### config.mk
export PLATFORM = sky130hd
export DESIGN_NAME = cp_pulse_sequencer
export DESIGN_NICKNAME = d
export VERILOG_FILES = /design/src/rtl/cp_pkg.sv /design/src/rtl/cp_sync2.sv /design/src/rtl/cp_pulse_sequencer.sv
export SDC_FILE = /design/constraint.sdc
export NUM_CORES = 1
export LEC_CHECK = 0
export CORE_MARGIN = 4
export CORE_UTILIZATION = 40
export CTS_CLUSTER_DIAMETER = 80
export CTS_CLUSTER_SIZE = 12
export DETAILED_ROUTE_END_ITERATION = 8
export GPL_TIMING_DRIVEN = 0
export PLACE_DENSITY_LB_ADDON = 0.3
export SLEW_MARGIN = 20
export SYNTH_ARGS = -nofsm -noshare
export SYNTH_HDL_FRONTEND = slang
export SYNTH_HIERARCHICAL = 1
export SYNTH_SLANG_ARGS = --single-unit
### constraint.sdc
create_clock -name clk -period 5.5 [get_ports clk]
set_clock_uncertainty 0.05 [all_clocks]
set_input_delay 0.55 -clock clk [delete_from_list [all_inputs] [get_ports clk]]
set_output_delay 0.55 -clock clk [all_outputs]
set_load 0.1 [all_outputs]
### src/rtl/cp_pkg.sv
// ---------------------------------------------------------------------------
// cp_pkg
// Shared definitions for the charge-pump pulse sequencer and its helpers.
//   cp_state_t : sequencer phase encoding
//   CP_DIR_*   : command direction encoding (sink / source)
//   *_OFF      : idle (safe) level of each switch enable
// ---------------------------------------------------------------------------
package cp_pkg;

    typedef enum logic [2:0] {
        CP_IDLE      = 3'd0,
        CP_PRECHARGE = 3'd1,
        CP_DEAD      = 3'd2,
        CP_PULSE_HI  = 3'd3,
        CP_PULSE_LO  = 3'd4
    } cp_state_t;

    localparam logic CP_DIR_SNK = 1'b0;
    localparam logic CP_DIR_SRC = 1'b1;

    // src_n is active-low, so its safe level is high.
    localparam logic SRC_N_OFF  = 1'b1;
    localparam logic SNK_OFF    = 1'b0;

endpackage : cp_pkg

### src/rtl/cp_sync2.sv
// ---------------------------------------------------------------------------
// cp_sync2
// Two-flop synchronizer for an asynchronous single-bit input (comparator
// outputs and similar). Output lags the input by two clk edges.
//   clk   : destination clock
//   reset : asynchronous, active-high; clears both flops
//   d_i   : asynchronous input
//   q_o   : synchronized output
// ---------------------------------------------------------------------------
module cp_sync2 (
    input  logic clk,
    input  logic reset,
    input  logic d_i,
    output logic q_o
);

    logic meta_q;
    logic sync_q;

    always_ff @(posedge clk or posedge reset) begin
        if (reset) begin
            meta_q <= 1'b0;
            sync_q <= 1'b0;
        end else begin
            meta_q <= d_i;
            sync_q <= meta_q;
        end
    end

    assign q_o = sync_q;

endmodule : cp_sync2

### src/rtl/cp_pulse_sequencer.sv
// ---------------------------------------------------------------------------
// cp_pulse_sequencer
// Command-driven sequencer for the charge-pump switches. A burst command is
// accepted through a valid/ready handshake; the sequencer optionally
// precharges, holds all switches off for a dead time, then emits cmd_count
// source or sink pulses. A synchronized comparator stop ends the burst at
// the next pulse boundary.
//   clk, reset        : clock, asynchronous active-high reset
//   cmd_valid/ready   : command handshake (ready only in IDLE)
//   cmd_dir           : 0 = sink (snk), 1 = source (src_n)
//   cmd_count         : number of pulses requested
//   cmd_precharge     : run the precharge phase first
//   cmp_stop          : asynchronous comparator stop request
//   src_n, snk        : switch enables (src_n active-low)
//   pre_chrg          : precharge switch enable
//   busy              : burst in progress
//   done / aborted    : one-cycle completion pulse / stop-caused qualifier
//   pulses_done       : pulses emitted in the last burst
// ---------------------------------------------------------------------------
module cp_pulse_sequencer
    import cp_pkg::*;
#(
    parameter int CNT_W            = 6,
    parameter int PRECHARGE_CYCLES = 12,
    parameter int DEAD_CYCLES      = 2,
    parameter int PULSE_HI         = 1,
    parameter int PULSE_LO         = 1
) (
    input  logic             clk,
    input  logic             reset,
    input  logic             cmd_valid,
    output logic             cmd_ready,
    input  logic             cmd_dir,
    input  logic [CNT_W-1:0] cmd_count,
    input  logic             cmd_precharge,
    input  logic             cmp_stop,
    output logic             src_n,
    output logic             snk,
    output logic             pre_chrg,
    output logic             busy,
    output logic             done,
    output logic             aborted,
    output logic [CNT_W-1:0] pulses_done
);

    // Phase counter counts down from (length - 1); a phase ends when it reads 0.
    localparam logic [CNT_W-1:0] PRE_LOAD  = CNT_W'(PRECHARGE_CYCLES - 1);
    localparam logic [CNT_W-1:0] DEAD_LOAD = CNT_W'(DEAD_CYCLES - 1);
    localparam logic [CNT_W-1:0] HI_LOAD   = CNT_W'(PULSE_HI - 1);
    localparam logic [CNT_W-1:0] LO_LOAD   = CNT_W'(PULSE_LO - 1);

    cp_state_t        state_q, state_d;
    logic [CNT_W-1:0] cnt_q, cnt_d;
    logic             dir_q, dir_d;
    logic [CNT_W-1:0] count_q, count_d;
    logic [CNT_W-1:0] pulses_q, pulses_d;
    logic             done_q, done_d;
    logic             aborted_q, aborted_d;
    logic             src_n_q, src_n_d;
    logic             snk_q, snk_d;
    logic             pre_chrg_q, pre_chrg_d;
    logic             busy_q, busy_d;

    logic             stop_sync;
    logic [CNT_W-1:0] pulses_inc;

    cp_sync2 u_stop_sync (
        .clk   (clk),
        .reset (reset),
        .d_i   (cmp_stop),
        .q_o   (stop_sync)
    );

    assign pulses_inc = pulses_q + 1'b1;

    always_comb begin
        state_d   = state_q;
        cnt_d     = cnt_q;
        dir_d     = dir_q;
        count_d   = count_q;
        pulses_d  = pulses_q;
        done_d    = 1'b0;
        aborted_d = 1'b0;

        unique case (state_q)
            CP_IDLE: begin
                if (cmd_valid) begin
                    dir_d    = cmd_dir;
                    count_d  = cmd_count;
                    pulses_d = '0;
                    if (cmd_precharge) begin
                        state_d = CP_PRECHARGE;
                        cnt_d   = PRE_LOAD;
                    end else if (cmd_count != '0) begin
                        state_d = CP_DEAD;
                        cnt_d   = DEAD_LOAD;
                    end else begin
                        // Empty burst: complete immediately, no switching.
                        done_d = 1'b1;
                    end
                end
            end
            CP_PRECHARGE: begin
                if (cnt_q == '0) begin
                    if (count_q == '0) begin
                        state_d = CP_IDLE;
                        done_d  = 1'b1;
                    end else begin
                        state_d = CP_DEAD;
                        cnt_d   = DEAD_LOAD;
                    end
                end else begin
                    cnt_d = cnt_q - 1'b1;
                end
            end
            CP_DEAD: begin
                if (cnt_q == '0) begin
                    state_d = CP_PULSE_HI;
                    cnt_d   = HI_LOAD;
                end else begin
                    cnt_d = cnt_q - 1'b1;
                end
            end
            CP_PULSE_HI: begin
                if (cnt_q == '0) begin
                    state_d = CP_PULSE_LO;
                    cnt_d   = LO_LOAD;
                end else begin
                    cnt_d = cnt_q - 1'b1;
                end
            end
            CP_PULSE_LO: begin
                if (cnt_q == '0) begin
                    pulses_d = pulses_inc;
                    // Stop is only honoured here, so a pulse is never cut short.
                    if ((pulses_inc == count_q) || stop_sync) begin
                        state_d   = CP_IDLE;
                        done_d    = 1'b1;
                        aborted_d = (pulses_inc != count_q);
                    end else begin
                        state_d = CP_PULSE_HI;
                        cnt_d   = HI_LOAD;
                    end
                end else begin
                    cnt_d = cnt_q - 1'b1;
                end
            end
            default: begin
                state_d = CP_IDLE;
            end
        endcase
    end

    // Switch enables decode the next state so they move on the same edge.
    always_comb begin
        src_n_d    = SRC_N_OFF;
        snk_d      = SNK_OFF;
        pre_chrg_d = 1'b0;
        busy_d     = (state_d != CP_IDLE);
        if (state_d == CP_PULSE_HI) begin
            if (dir_d == CP_DIR_SRC) begin
                src_n_d = ~SRC_N_OFF;
            end else begin
                snk_d = ~SNK_OFF;
            end
        end
        if (state_d == CP_PRECHARGE) begin
            pre_chrg_d = 1'b1;
        end
    end

    always_ff @(posedge clk or posedge reset) begin
        if (reset) begin
            state_q    <= CP_IDLE;
            cnt_q      <= '0;
            dir_q      <= CP_DIR_SNK;
            count_q    <= '0;
            pulses_q   <= '0;
            done_q     <= 1'b0;
            aborted_q  <= 1'b0;
            src_n_q    <= SRC_N_OFF;
            snk_q      <= SNK_OFF;
            pre_chrg_q <= 1'b0;
            busy_q     <= 1'b0;
        end else begin
            state_q    <= state_d;
            cnt_q      <= cnt_d;
            dir_q      <= dir_d;
            count_q    <= count_d;
            pulses_q   <= pulses_d;
            done_q     <= done_d;
            aborted_q  <= aborted_d;
            src_n_q    <= src_n_d;
            snk_q      <= snk_d;
            pre_chrg_q <= pre_chrg_d;
            busy_q     <= busy_d;
        end
    end

    assign cmd_ready   = (state_q == CP_IDLE);
    assign src_n       = src_n_q;
    assign snk         = snk_q;
    assign pre_chrg    = pre_chrg_q;
    assign busy        = busy_q;
    assign done        = done_q;
    assign aborted     = aborted_q;
    assign pulses_done = pulses_q;

endmodule : cp_pulse_sequencer

**Run 1: metal 2**

(4 px per um)
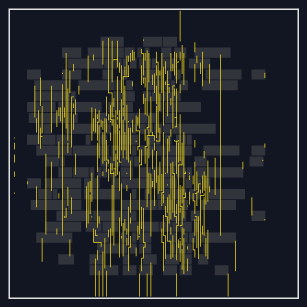
nets with wire on the layer: 181
share of all routed wire: 46%
routed via count: 1366
met2 Use GR: 23.3%
WL final: 3.61 mm

**Run 1: register map, names as in the netlist**

(6 px per um) Other sequential cells in the stronger gray, the rest of the logic in the fainter gray.
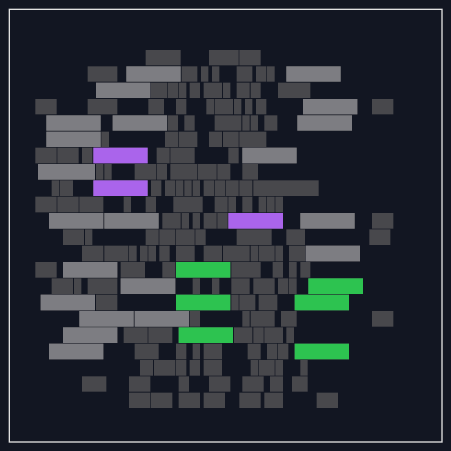
[purple] state_q | flops: 3
[green] pulses_done | flops: 6
not colored: 21
core occupancy in the finished layout: 53.8%
reported sequential group power: 0.000367 W
flop share of the area: 36.8%
register area: 752 um2

==> notes.md, run 1 <==
The flow ran to the end, and the final reports show no timing, DRC or antenna violations. The tools report the post-route worst setup slack as 2.59 ns. The number of fillers in the final layout is 335, and the chip footprint is 5160 um2. The number of buffers outside the clock class in the layout was 29; the largest stage delay on the critical path was 1.19 ns.

Yosys attributes the largest share of cell area to dfrtp_1 (44%), mux2_2 (5.5%), o21ai_0 (4.3%), nand2_1 (3.9%), xnor2_1 (3.2%). The total of max-cap violations came out at 0. Per the skew report, the later register of the worst-skew pair sees a clock latency of 0.29 ns. The hold-critical path endpoint is u_stop_sync/q_o. Once detail routing completed, the nets flagged for antenna violations numbered 0. The run gives 1930 um2 for the placed instance area. For this design the static power due to leakage is 0.857 nW.

The finished cells cover 2040 um2. The most heavily used metal layer in global routing was met2. The routed length per instance was 14.7 um; the area fraction in mux cells was 6.44%.

The layout buffering overhead excluding clock cells came out at 12.9%. The detailed router used layers up to and including met4. The pin closest to its max-slew limit shows a slew of 0.974 ns. Largest area contributor in the netlist: dfrtp_1.

Per the repair_timing log after CTS, setup buffers inserted total 0. The post-route met1 wirelength is 1.65 mm. The most frequent logic cell in the layout was dfrtp_1. The timing report notes that buffer and inverter cells on the critical path total 2. Area share of and/or/nand/nor cells after synthesis: 20.1%. For this run the detailed placement stage logged an HPWL of 2.70 mm.

Count of inverters other than clock inverters in the layout: 8. The final weighted congestion in routability-driven placement came out at 0.890. The area of the multi-input gates is 827 um2.

With the clock transition at the register clock pins on the worst setup and hold paths after CTS at 0.06 ns, the total number of yosys warnings is 6. The start point of the worst hold path was u_stop_sync/meta_q. The power per cell area came out at 534 nW/um2. The run gives 25.3% for the relative area change from synthesis to final layout.

Ranked by total area, the top cell class in this layout is combinational gates. According to the floorplan report, the die height is 71.9 um. Synthesis handed over a netlist of 167 instances.

The report lists the number of cells resized after CTS as 0. The clock network area share is 5.51%, and the count of nets after finishing is 213. Counting the clock-network buffers in the layout gives 6. During placement, the flow inserted port buffers numbering 24.
**Run 1: logic cells by family**

(6 px per um)
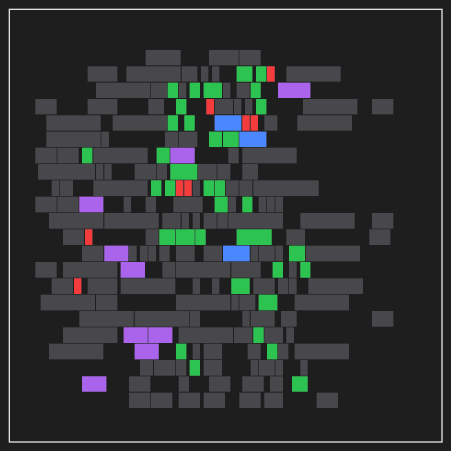
[purple] multiplexers | cells: 9
[red] inverters | cells: 8
[green] inverting AOI/OAI gates | cells: 35
[blue] adder and majority cells | cells: 3
logic share of the area: 40.5%
number of cells in the finished layout apart from fillers: 246

## run 1: worst max-delay path by stage
| stage | cells after the start | startpoint | end |
|---|---|---|---|
| 2_1_floorplan | 8 | state_q[2] | cnt_q[1] |
| 4_1_cts | 3 | state_q[2] | cmd_ready |
| 3_3_place_gp | 9 | cnt_q[0] | cnt_q[1] |
| 3_5_place_dp | 9 | cnt_q[0] | cnt_q[1] |
| 5_1_grt | 3 | state_q[2] | cmd_ready |
| 6_report | 3 | state_q[2] | cmd_ready |
## run 1: report_power, final
group	leakage (nW)	internal (W)	switching, W	total (W)
registers	0.376	0.000292	0.0000753	0.000367
logic	0.424	0.000200	0.000299	0.000500
clock network	0.0573	0.000145	0.0000798	0.000224
## run 1: cells in the mapped netlist, drive strengths merged
master and instances:
inv 8, o31a 1, mux2 9, nand4 2, nand4bb 1, nor3b 2, a32oi 1, o21a 2
dfstp 1, and3 4, xnor2 6, ha 3, and2 2, nand2 17, o21ai 15, nand3 8
nor2b 3, or2 1, nor4 2, or4 1, nand3b 2, o221ai 1, a21oi 7, o22ai 1
o2111ai 2, xor2 2, o31ai 3, a21bo 1, a311o 1, a31oi 2, a21o 1, clkbuf 3
a211oi 3, nor3 4, a211o 1, buf 2, dfrtp 29, nor2 13
## run 1: metrics by stage
step	power [W]	instances	hold slack, ns
2_1_floorplan	0.000748	167	0.241
3_3_place_gp	0.000841	239	0.289
3_5_place_dp	0.000864	239	0.287
4_1_cts	0.00109	246	0.301
5_1_grt	0.00116	246	0.333
6_report	0.00109	246	0.298
## run 1: sequential cells by signal, summed over array words and instances, names as in the netlist
name,cells
aborted,1
done,1
dir_q,1
state_q,3
u_stop_sync/meta_q,1
count_q,6
u_stop_sync/q_o,1
pre_chrg,1
busy,1
pulses_done,6
snk,1
cnt_q,6
src_n,1
==> run 1 -> run 2 <==
clock period = 2.35 ns   (was 5.5 ns; I/O delays follow)
**Run 2: routing congestion map**

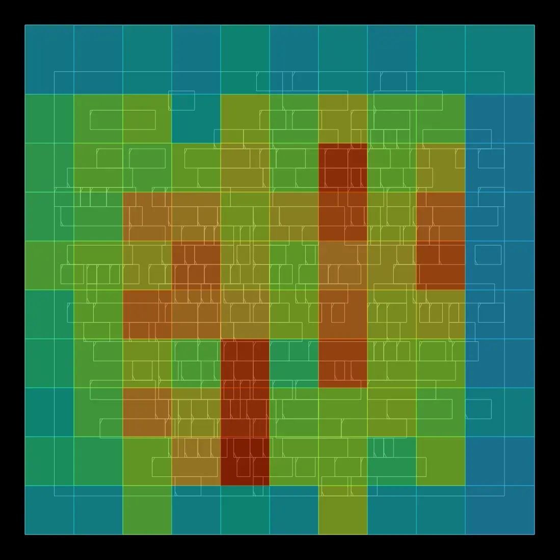
met1 Usage GRT: 18.3%
aggregate global-route resource usage: 14.7%

==> run 2 against run 1 <==
- critical path type is now flip-flop to flip-flop
- die size is the same
- cell count rose by 5.7%
- largest power group unchanged
- design area up 7.2%
- non-clock buffer count is 13 higher
==> notes.md, run 2 <==
In this run the core area contains 22 standard-cell rows. As logged by OpenROAD, the buffers inserted on ports number 24. The logs give 0.00769 ns for the post-route worst setup slack and 167 for the instance tally after logic synthesis. Sequential cells account for 32.0% of the total power. In this run the static leakage power is 0.917 nW. In this design, the critical path's most frequently occurring cell is mux2_4. The top cell types in the final layout, fill and taps aside, are dfrtp_1 (23), clkdlybuf4s50_1 (23), nand2_1 (16), buf_4 (14), o21ai_0 (14).

At the end of the flow, the number of nets in the layout was 226. The tool flagged a number of max-cap violations equal to 0. Per the synth stats, the proportion of register bits with asynchronous set or reset is 100%. The end of the critical path was cnt_q[1]. The post-route utilization of the core is recorded as 57.7%.

The run finished with clean final reports. The routed design has 3.86 mm of wire. The clock insertion delay at the later pin of the skew report is 0.29 ns, and the combinational share of power is 52.0%. Dividing the detail-routed wire length by the instance count gives 14.8 um. The synthesized design contains 0 enable-type register cells. The worst setup path is captured at a flip-flop.

Reported net switching power: 0.00115 W. Number of buffers and inverters on the critical path: 2. The largest area contributor in the netlist was dfrtp_1. For this run, the register share of the synthesized area comes to 46.1%. The logs give 0 for the initial antenna violation count and 1444 for the via count of the routed design.

The report lists the power per cell area as 1230 nW/um2. The run gives 9 for the instance count on the critical path. In this run the layout overhead on the synthesized area is reported as 34.3%. With the internal power of the cells at 0.00155 W, the largest stage delay on the critical path is 0.44 ns. The tools report the share of power burned in the clock network as 16.0%.

The run gives 0 for the count of antenna-violating nets left after detailed routing. The standard cell with the maximum stage delay on the critical path was dfrtp_2. The number of distinct standard cells referenced by the synthesized netlist is 47. Warnings reported by Yosys during synthesis add up to 6.

For the worst setup path, the data required time is 2.47 ns. In the placement report, post-DP HPWL is listed as 2.68 mm. The registers of the reported paths see a clock transition of 0.06 ns.

The height of the chip came out at 71.9 um. For the remaining max-slew budget at the tightest pin, the log shows 34.7%. According to the floorplan report, the total die area is 5160 um2. The main area contributors are dfrtp_1 (44%), mux2_2 (5.5%), o21ai_0 (4.3%), nand2_1 (3.9%), xnor2_1 (3.2%). Per the gpl log, the routability congestion estimate is 0.844.

Looking at the max-slew report, the worst-margin pin has a slew of 0.976 ns. The worst hold slack was 0.0906 ns. The critical path startpoint is cnt_q[0].

The most common cell in the synthesized netlist was dfrtp_1. The net switching share of the total power is 42.5%. The commonest register cell after synthesis was dfrtp_1. Looking at the clock tree report, the maximum root-to-sink buffer count equals 2.

Sorting the synthesized cells by how often they occur yields dfrtp_1 (29), nand2_1 (17), o21ai_0 (14), nor2_1 (13), mux2_2 (8).
run 2: cell counts after synthesis:
No cell type changed its count.
run 2: through the flow:
step	cells	area, um2	power, W
2_1_floorplan	167	1670	0.00178
3_3_place_gp	239	1970	0.00200
3_5_place_dp	239	1970	0.00205
4_1_cts	248	2080	0.00251
5_1_grt	260	2190	0.00286
6_report	260	2190	0.00270
run 2: repair_timing:
action	in CTS	in global routing
cloned	0	0
endpoints found under the setup margin	9	2
pin swaps	1	5
resized	4	6
setup buffers	1	12
run 2: cell type report:
type	count	area, um2
Clock inverter	2	12.5
Sequential cell	30	759
Tap cell	48	60.1
Clock buffer	6	82.6
Inverter	8	32.5
Buffer	5	32.5
Fill cell	332	1610
Timing Repair Buffer	37	337
Multi-Input combinational cell	124	875
run 2: per-layer routing:
| metal | vias up | wire length (um) | track usage (%) | part of all wire (%) |
|---|---|---|---|---|
| met4 | 0 | 49 | 5.01 | 1.3 |
| li1 | 689 | - | - | - |
| met3 | 6 | 232 | 4.21 | 6.0 |
| met2 | 50 | 1900 | 24.5 | 49 |
| met5 | - | 0 | 0 | 0 |
| met1 | 699 | 1680 | 18.3 | 44 |
run 2: logic make-up after synthesis:
logic type               count (synthesis)  share of synthesized area (%)
AND/OR/NAND/NOR                         62                           20.1
AND-OR/OR-AND                           42                           17.6
flip-flops                              30                           46.1
buffers and inverters                   13                           3.22
multiplexers                             9                           6.44
XOR/XNOR                                 8                           4.29
adder cells (fa/ha/maj)                  3                           2.30
run 2: power by group through the flow:
stage	Clock, W	Sequential [W]	Combinational [W]
final	0.000432	0.000864	0.00140
after global routing	0.000466	0.000887	0.00151
after CTS	0.000446	0.000855	0.00121
after detailed placement	0	0.000857	0.00119
after global placement	0	0.000851	0.00115
after floorplan	0	0.000995	0.000784
==> run 2 -> run 3 <==
TNS_END_PERCENT = 20   (was not set)
**Run 3: register map, names as in the netlist**

(6 px per um) Other sequential cells in the stronger gray, the rest of the logic in the fainter gray.
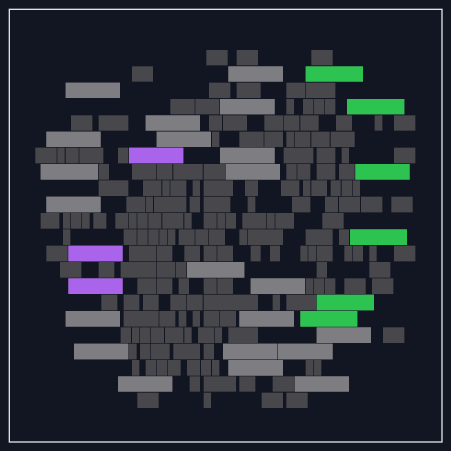
[green] pulses_done | flops: 6
[purple] state_q | flops: 3
reported sequential group power: 0.000864 W
core occupancy in the finished layout: 57.7%
register area: 759 um2
flop share of the area: 34.7%

==> run 3 against run 2 <==
- synthesized cell count unchanged
- critical path depth unchanged
- global-route usage unchanged
- area after synthesis unchanged
- worst hold slack unchanged
- register-to-register slack about the same
- total power stayed put
==> notes.md, run 3 <==
The floorplan step set the die height to 71.9 um. The count of antenna-violating nets left after detailed routing was 0; the area of the multi-input gates was 875 um2. The width of the die works out to 71.9 um. The logs give 0.29 ns for the clock insertion delay at the later pin of the skew report and 0.656 mV for the worst voltage drop across the vdd grid. The run gives 5 for the maximum fanout count along the critical path. The tools report the first-pass GRT wire length as 6.03 mm. The library cells used most frequently in the layout, excluding fill and tap cells, are dfrtp_1 (23), clkdlybuf4s50_1 (23), nand2_1 (16), buf_4 (14), o21ai_0 (14). Per the detail_route report, routed wire per instance is 14.8 um. Setup repair after global routing could not meet its margin everywhere. The count of endpoints failing hold in the final timing report is 0, and the initial antenna violation count is 0.

The cell with the most instances on the worst path is mux2_4. The largest area contributor in the netlist was dfrtp_1. The placed instances occupy a cell area of 1970 um2.

Per the post-run analysis, buffers plus inverters along the critical path come to 2. The total routed wirelength came out at 3.86 mm. The stage logs contain a warning count of 30. The flow ran to the end, and the final reports show no timing, DRC or antenna violations.

For this design the ratio of total power to cell area is 1230 nW/um2. In this run the tool buffered the top-level ports with 24 buffer cells. The post-synthesis sequential element count works out to 30. For this run, the register share of the synthesized area comes to 46.1%.

Total power for the finished layout comes to 0.00270 W. The logs give 2190 um2 for the post-route standard cell area excluding fillers and 2.68 mm for the post-DP HPWL. OpenROAD reports that the post-layout worst path occupies 99.7% of the period. STA classifies the critical path endpoint as a flip-flop. At the end of routability-driven placement, the weighted congestion stood at 0.844.

The final report lists a non-filler cell total of 260. The run gives 34.3% for the relative area change from synthesis to final layout. 0 antenna diodes ended up in the layout.

Looking at the critical path, the single cell with the biggest stage delay is dfrtp_2. The final count of pins violating max slew is 0. The first detailed-routing pass ran for 4 iterations. The worst path required time is 2.47 ns, and the total leakage power is 0.917 nW. The count of flip-flops with a built-in enable after synthesis works out to 0. Among all flip-flop cells after synthesis, the most frequent one is dfrtp_1. Detailed-route iteration 0 reported a violation count of 99. The logs give 0 for the number of DRC violations after detailed routing and 30 for the CTS sink count. The mapped netlist covers 1630 um2. The longest incremental delay of any stage on the critical path is reported as 0.44 ns. Maximum clock insertion buffer count: 2.

The clock transition at the register clock pins on the worst setup and hold paths after CTS is 0.06 ns. In this run, post-CTS hold repair placed 0 buffers. In this run the tightest slew margin relative to its limit is 34.7%.

Counting flops with an async set or reset pin after synthesis yields a share of 100%. For the via count of the routed design, the log shows 1444. The logs give 167 for the instance tally after logic synthesis and 332 for the number of fillers in the final layout.

The post-route worst setup slack is 0.00769 ns. According to the floorplan log, the row count is 22. The chip occupies 5160 um2. On the final layout, the worst hold slack is 0.0906 ns. In this run, placement finished with an instance count of 239.

Per the OpenROAD timing report, the critical path contains 9 cells. The via count of the first global-routing pass came out at 1353. The most common cell in the synthesized netlist is dfrtp_1. The run gives 43.0% for the pre-placement core utilization. The final layout contains 226 nets. The run gives 0 ns for the setup TNS.

The top cell type by area accounts for 44.5% of the synthesized area. Post-synthesis, Yosys gives the total cell area as 1630 um2. Global routing consumed, over all layers together, 14.7% of the routing resources.

Per the post-synthesis stats, the area per cell is 9.77 um2. For this design, Yosys synthesis ends with a cell count of 167. The capture point of the worst register-to-register path is recorded as cnt_q[1]. In the final layout, the share of cells above drive strength 1 is 26.9%. For the total of max-cap violations, the log shows 0. The report puts the cell count of the worst reg-to-reg path at 9. For the pin with the worst max-slew slack, the measured transition is 0.976 ns. The timing report gives the worst reg2reg path a setup slack of 0.008 ns. The synthesis report lists the most area-consuming cells as dfrtp_1 (44%), mux2_2 (5.5%), o21ai_0 (4.3%), nand2_1 (3.9%), xnor2_1 (3.2%).

Yosys mapped the design onto 47 distinct sky130hd cell types. With the maximum number of pins on one net before global-route repair at 29, the total number of yosys warnings is 6. The worst hold path class was primary input to asynchronous set/reset pin. Synthesized netlist net count: 182.

The tools report the highest clock frequency the design can meet as 0.427 GHz. The commonest cells after synthesis are dfrtp_1 (29), nand2_1 (17), o21ai_0 (14), nor2_1 (13), mux2_2 (8). Per STA, the worst path is made up of inv_2, ha_4, nor2b_4, and3_4, mux2_4, a211oi_2, and2_4, inv_4, mux2_4.
run 3: cell counts after synthesis:
Identical to the previous run, type by type.
run 3: timing repair:
action                     CTS  global route
buffers inserted             1            12
resized                      4             6
pin swaps                    1             5
setup endpoints to repair    9             2
run 3: final cells by class:
type | instances | area share [%]
plain buffers | 5 | 1.48
multi-input cells | 124 | 39.9
clock buffers | 6 | 3.77
repair buffers | 37 | 15.4
well taps | 48 | 2.74
clock inverters | 2 | 0.571
inverters | 8 | 1.48
flip-flops and latches | 30 | 34.7
run 3: per-layer routing:
layer	GRT usage [%]	vias to the layer above	wire length (um)
met3	4.21	6	232
met4	5.01	0	49
li1	-	689	-
met2	24.5	50	1900
met1	18.3	699	1680
met5	0	-	0
run 3: kinds of logic (layout without fill, tap and decap cells):
family / after synthesis / count (layout) / share of synthesized area (%)
AND-OR/OR-AND: 42 / 42 / 17.6
AND/OR/NAND/NOR: 62 / 62 / 20.1
buffers and inverters: 13 / 58 / 3.22
adder cells (fa/ha/maj): 3 / 3 / 2.30
multiplexers: 9 / 9 / 6.44
flip-flops: 30 / 30 / 46.1
XOR/XNOR: 8 / 8 / 4.29
run 3: worst max-delay path by stage:
stage / endpoint / slack, ns / start
2_1_floorplan: cnt_q[1] / -0.16 / state_q[2]
3_3_place_gp: cnt_q[1] / -0.30 / cnt_q[0]
3_5_place_dp: cnt_q[1] / -0.32 / cnt_q[0]
4_1_cts: cnt_q[1] / -0.03 / cnt_q[0]
5_1_grt: cnt_q[1] / -0.09 / cnt_q[0]
6_report: cnt_q[1] / 0.008 / cnt_q[0]
run 3: where the power goes:
group	internal, W	switching [W]	leakage (nW)
clock network	0.000235	0.000197	0.0472
logic	0.000632	0.000771	0.504
registers	0.000684	0.000180	0.366

==> gallery <==
Close-up of the layout.
Region (16, 30) to (56, 70) um. Cells in gray, sequential cells in the stronger gray; small squares are vias.
(a)
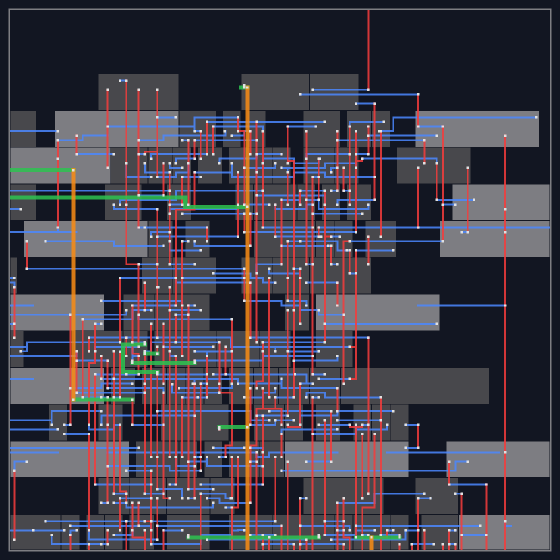
(b)
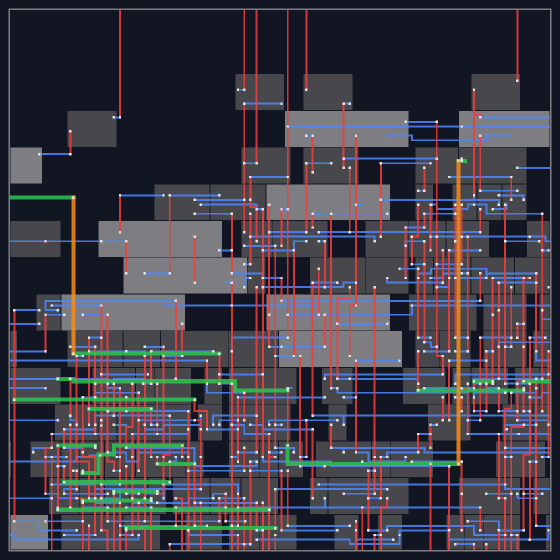
run 1: (a)
run 3: (b)

Key to (b):
[red] metal 2
[blue] metal 1
[orange] metal 4
[green] metal 3
sequential cells in the window: 8
most frequent: nor2_1 (8), dfrtp_1 (7), buf_4 (7)
netlist names of flops here include: count_q (6)
cells with their middle in the window: 101

Power figures rest on the tool's default switching activity, not on a simulated workload.
